`src/rtl/cj_pkg.sv`:
```
// Shared constants and the byte-merge helper for the cj tohost monitor.
// The optional watchdog is selected by the CJ_TIMEOUT_EN macro in cj.sv.
package cj_pkg;

  localparam logic [31:0] DEF_TOHOST_ADDR    = 32'h8000_1000;
  localparam logic [63:0] DEF_TIMEOUT_CYCLES = 64'd2_000_000_000;
  localparam logic [63:0] DEF_TIMEOUT_CODE   = 64'd5;
  localparam int          DONE_BIT           = 0;

  // Byte i of the result comes from data when mask[i] is set, else from old_val.
  function automatic logic [63:0] merge_bytes(input logic [63:0] old_val,
                                              input logic [63:0] data,
                                              input logic [7:0]  mask);
    logic [63:0] merged;
    merged = old_val;
    for (int i = 0; i < 8; i++) begin
      if (mask[i]) merged[8*i +: 8] = data[8*i +: 8];
    end
    return merged;
  endfunction

endpackage

```
`src/rtl/cj_watchdog.sv`:
```
// Cycle counter with the timeout compare; fire requests the forced timeout code.
// Counting stops once the test is done and saturates at all-ones.
module cj_watchdog
  import cj_pkg::*;
#(
  parameter logic [63:0] TIMEOUT_CYCLES = DEF_TIMEOUT_CYCLES
) (
  input  logic        clock,
  input  logic        reset,
  input  logic        done,
  input  logic        hit,
  output logic [63:0] cycle_count,
  output logic        fire
);

  logic [63:0] count_q;

  always_ff @(posedge clock) begin
    if (!reset) begin
      count_q <= '0;
    end else if (!done && (count_q != '1)) begin
      count_q <= count_q + 64'd1;
    end
  end

  // A hit in the same cycle takes priority, so the timeout is skipped.
  assign fire        = !done && !hit && (count_q == TIMEOUT_CYCLES - 64'd1);
  assign cycle_count = count_q;

endmodule

```
`src/rtl/cj.sv`:
```
// End-of-test monitor: snoops stores to the HTIF tohost doubleword.
// Define CJ_TIMEOUT_EN to build the timeout watchdog (cj_watchdog).
module cj
  import cj_pkg::*;
#(
  parameter int                 ADDR_W         = 32,
  parameter logic [ADDR_W-1:0]  TOHOST_ADDR    = ADDR_W'(DEF_TOHOST_ADDR),
  parameter logic [63:0]        TIMEOUT_CYCLES = DEF_TIMEOUT_CYCLES,
  parameter logic [63:0]        TIMEOUT_CODE   = DEF_TIMEOUT_CODE
) (
  input  logic              clock,
  input  logic              reset,
  input  logic              wr_valid,
  input  logic [ADDR_W-1:0] wr_addr,
  input  logic [63:0]       wr_data,
  input  logic [7:0]        wr_mask,
  output logic [63:0]       tohost,
  output logic              done,
  output logic [62:0]       exit_code,
  output logic [63:0]       cycle_count,
  output logic              timeout
);

  // The write port is snoop-only: wr_valid qualifies wr_addr/wr_data/wr_mask
  // in the cycle it is high and there is no ready; every write is observed.
  logic [63:0] tohost_q;
  logic        hit;
  logic        fire;

  assign hit       = wr_valid && (wr_addr[ADDR_W-1:3] == TOHOST_ADDR[ADDR_W-1:3]);
  assign tohost    = tohost_q;
  assign done      = tohost_q[DONE_BIT];
  assign exit_code = tohost_q[63:1];

  always_ff @(posedge clock) begin
    if (!reset) begin
      tohost_q <= '0;
    end else if (!done) begin
      if (hit) begin
        tohost_q <= merge_bytes(tohost_q, wr_data, wr_mask);
      end else if (fire) begin
        tohost_q <= TIMEOUT_CODE;
      end
    end
  end

`ifdef CJ_TIMEOUT_EN
  logic timeout_q;

  cj_watchdog #(
    .TIMEOUT_CYCLES(TIMEOUT_CYCLES)
  ) u_watchdog (
    .clock      (clock),
    .reset      (reset),
    .done       (done),
    .hit        (hit),
    .cycle_count(cycle_count),
    .fire       (fire)
  );

  always_ff @(posedge clock) begin
    if (!reset) begin
      timeout_q <= 1'b0;
    end else if (fire) begin
      timeout_q <= 1'b1;
    end
  end

  assign timeout = timeout_q;
`else
  logic [63:0] count_q;

  always_ff @(posedge clock) begin
    if (!reset) begin
      count_q <= '0;
    end else if (!done && (count_q != '1)) begin
      count_q <= count_q + 64'd1;
    end
  end

  assign cycle_count = count_q;
  assign fire        = 1'b0;
  assign timeout     = 1'b0;

  logic unused_cfg;
  assign unused_cfg = ^TIMEOUT_CYCLES;
`endif

  logic unused_addr;
  assign unused_addr = ^wr_addr[2:0];

endmodule

```
`config.mk`:
```
export PLATFORM = sky130hd
export DESIGN_NAME = cj
export DESIGN_NICKNAME = d
export VERILOG_FILES = /design/src/rtl/cj_pkg.sv /design/src/rtl/cj_watchdog.sv /design/src/rtl/cj.sv
export SDC_FILE = /design/constraint.sdc
export NUM_CORES = 1
export LEC_CHECK = 0
export CORE_UTILIZATION = 30
export DETAILED_ROUTE_END_ITERATION = 8
export PLACE_DENSITY_LB_ADDON = 0.08
export SLEW_MARGIN = 20
export SYNTH_ARGS = -nofsm -noshare
export SYNTH_HDL_FRONTEND = slang
export SYNTH_HIERARCHICAL = 1
export SYNTH_SLANG_ARGS = --single-unit
```
`constraint.sdc`:
```
create_clock -name clock -period 5.15 [get_ports clock]
set_clock_uncertainty 0.15 [all_clocks]
set_input_delay 1.03 -clock clock [delete_from_list [all_inputs] [get_ports clock]]
set_output_delay 1.03 -clock clock [all_outputs]
set_load 0.05 [all_outputs]
```
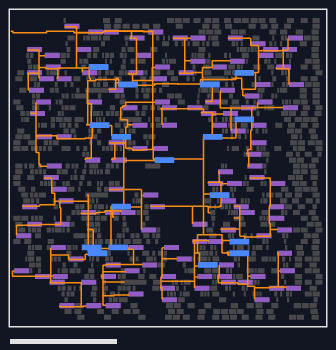
clock_map.png
The bar under the picture is 50 um long.
Key: purple = flip-flops [count 128]; orange = clock wires [length 1910 um]; blue = cells driving clock nets [count 17]
There are 18 routed clock nets. Position of the flops: all over the die.

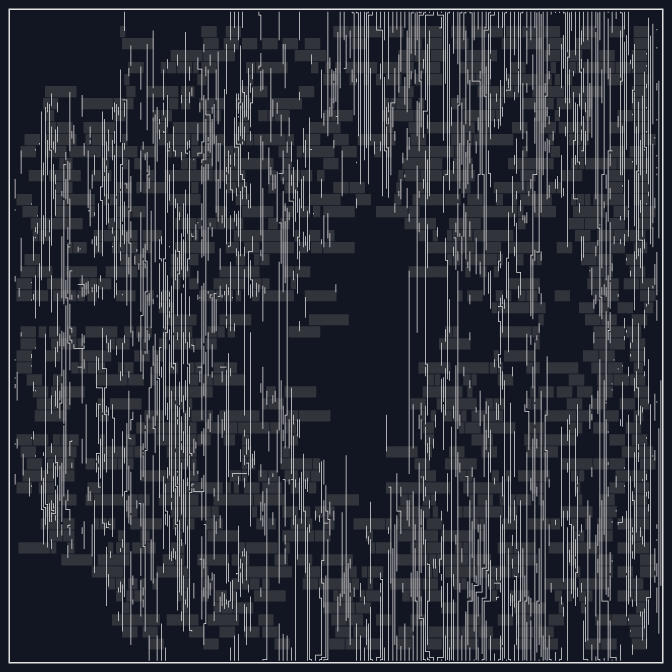
met2.png
Cells faint in the background.
The layer holds 52% of the routed length. 921 nets have wire on it.

==> results.json <==
{
  "status": "complete, no violations",
  "wl_per_cell_um": 17.2,
  "cts_buffer_depth": 2,
  "fin_crit_ps": 3540,
  "crit_slowest_cell": "nor3_2",
  "edf_count": 0,
  "rsz0062_at_grt": "false",
  "routabilityCongestion": 0.796,
  "synthCells": 808,
  "pin_count": 300,
  "setup_viol_count_final": 0,
  "cts_resized": 0,
  "die_x_um": 148,
  "grt_pass1_vias": 5894,
  "finalHoldViolCount": 0,
  "place_area_um2": 9030,
  "clock_cell_area_share_pct": 6.86,
  "place_hpwl_um": 17000,
  "yosys-stat-cells": 808,
  "cp_num_buf_inv": 1,
  "die_area_um2": 21800,
  "ys_area_um2": 6370,
  "hold_path.class": "reg2reg",
  "seq_share_pct": 26.4,
  "cp.required_ps": 5250,
  "path_common_cell": "nand2_1",
  "max_freq_mhz": 282,
  "logic_gate_count": 570,
  "h-tree-depth": 4,
  "seq_cell_count": 128,
  "flop_area_um2": 2560,
  "vdd_drop_max_mv": 0.220,
  "yosys.area.top_type_share_pct": 40.2,
  "largest_area_cell": "dfxtp_1",
  "finish.instance_area_um2": 9700,
  "cts_num_sinks": 128,
  "synthFlopType": "dfxtp_1",
  "final_cell_mix": "clkdlybuf4s50_1, nand2_1, dfxtp_1, a21oi_1, nand4_1",
  "syn_area_um2": 6370,
  "warnings": 29,
  "cp-end-kind": "flip-flop",
  "rows": 52,
  "ys_seq_elements": 128,
  "worstSetupPathType": "in2reg",
  "synthTopCellsByCount": "nand2_1, dfxtp_1, a21oi_1",
  "grt-ovfl-total": 0,
  "ant_nets": 0,
  "insertion_delay_ps": 410,
  "die_h_um": 148,
  "tns_ps": 0,
  "drive_gt1_share_pct": 4.73,
  "fillers": 2077,
  "cp_data_arrival_time_ps": 3640,
  "area_growth_pct": 52.4,
  "biggestCellCategory": "multi-input combinational cells",
  "dr.pass1.iters": 5,
  "drt-initial-drc-count": 301,
  "async_flop_share_pct": 0,
  "track_usage_pct": 20.1,
  "cts_root_buf": "clkbuf_16",
  "core_um2": 20500,
  "synth_area_per_cell_um2": 7.88,
  "port_buffers": 295,
  "lay_top_count": "clkdlybuf4s50_1",
  "comb_area_um2": 3120,
  "vias_per_cell": 4.90,
  "finalNetCount": 1130,
  "cts_setup_buffers": 0,
  "crit_path_max_fanout": 16,
  "leakage_nw": 3.08,
  "initial_core_util_pct": 31.1,
  "vias": 6409,
  "sh_comb_area_pct": 32.1,
  "drc": 0,
  "p_per_area_nw_per_um2": 255,
  "grt_pass1_wl_um": 33700,
  "critPathLaunchType": "primary input",
  "postSynthSeqShare_pct": 40.2,
  "nClkBuffers": 23,
  "drv_cap": 0,
  "cts_buffers": 17,
  "top_cells_by_area": "dfxtp_1, nand2_1, buf_4",
  "grt_max_degree": 56,
  "num_tap_cells": 270,
  "wl_um": 22500,
  "nonClkBufAreaFrac_pct": 30.8,
  "cts_tree": "yes",
  "worst_pin_slew_ps": 1020,
  "layout.non_clock_inverters": 7,
  "antennaDiodeCount": 2,
  "min_period_over_period_pct": 68.7,
  "antenna_found_initial": 2,
  "cp_cell_sequence": "clkdlybuf4s50_1 > nor4_1 > nand4_1 > nor3_2 > nand2_1 > nand2_1 > a21oi_1",
  "syn_nets": 916,
  "hold_buffers": 0,
  "path_delay_family": "simple AND/OR/NAND/NOR gates",
  "top_cell": "nand2_1",
  "yosysWarnings": 6,
  "clk_pin_slew_worst_paths_ps": 60,
  "critPathMaxStageDelay_ps": 860,
  "ys_types": 49,
  "relSlewSlack_pct": 31.7,
  "n_all_buffers": 298,
  "slew_viol_final": 0
}
## path summary, 6_finish.rpt
check                               from                            to  slack (ps)  cells past startpoint
min              tohost[23]$_SDFFE_PN0P_       tohost[23]$_SDFFE_PN0P_         320                      2
max reg2reg  cycle_count[0]$_SDFFE_PN0P_  cycle_count[63]$_SDFFE_PN0P_        1970                      7
max                          wr_addr[28]       tohost[26]$_SDFFE_PN0P_        1610                      7
min reg2reg      tohost[23]$_SDFFE_PN0P_       tohost[23]$_SDFFE_PN0P_         320                      2
## metrics by stage
stage	hold WS (ps)	setup WS (ps)	cells	power, mW	utilization (%)
after floorplan	530	2310	808	1.05	-
after global placement	304	1170	1273	1.14	44.1
after detailed placement	311	1140	1273	1.14	44.1
after CTS	319	1550	1305	2.51	47.3
after global routing	337	1370	1307	2.56	47.3
final	315	1610	1307	2.48	47.3
## report_power, final
part | internal [mW] | leakage [nW] | switching [mW]
registers | 0.992 | 1.03 | 0.00348
clock network | 0.911 | 0.316 | 0.445
logic | 0.0787 | 1.73 | 0.0452
total | 1.98 | 3.08 | 0.493
## logic make-up (layout without fill, tap and decap cells)
family,after synthesis,in the layout,share of synthesized area [%]
compound gates,153,153,13.2
xor+xnor,8,8,1.10
fa+ha+maj,1,1,0.196
buf+inv,110,337,10.9
flops,128,128,40.2
mux,14,14,2.20
other cells,1,3,0.0589
simple gates,393,393,32.1
## sequential cells by signal (all words and copies together) (netlist names)
register and count:
cycle_count 64, tohost 64
## metal layers
| metal | wire, um | vias to the layer above | global-route usage (%) |
|---|---|---|---|
| met5 | 0 | - | 0 |
| met4 | 235 | 0 | 7.42 |
| met3 | 1120 | 16 | 3.77 |
| met2 | 11700 | 200 | 36.5 |
| met1 | 9400 | 2962 | 23.2 |
| li1 | - | 3231 | - |
Power and IR drop assume default switching activity.
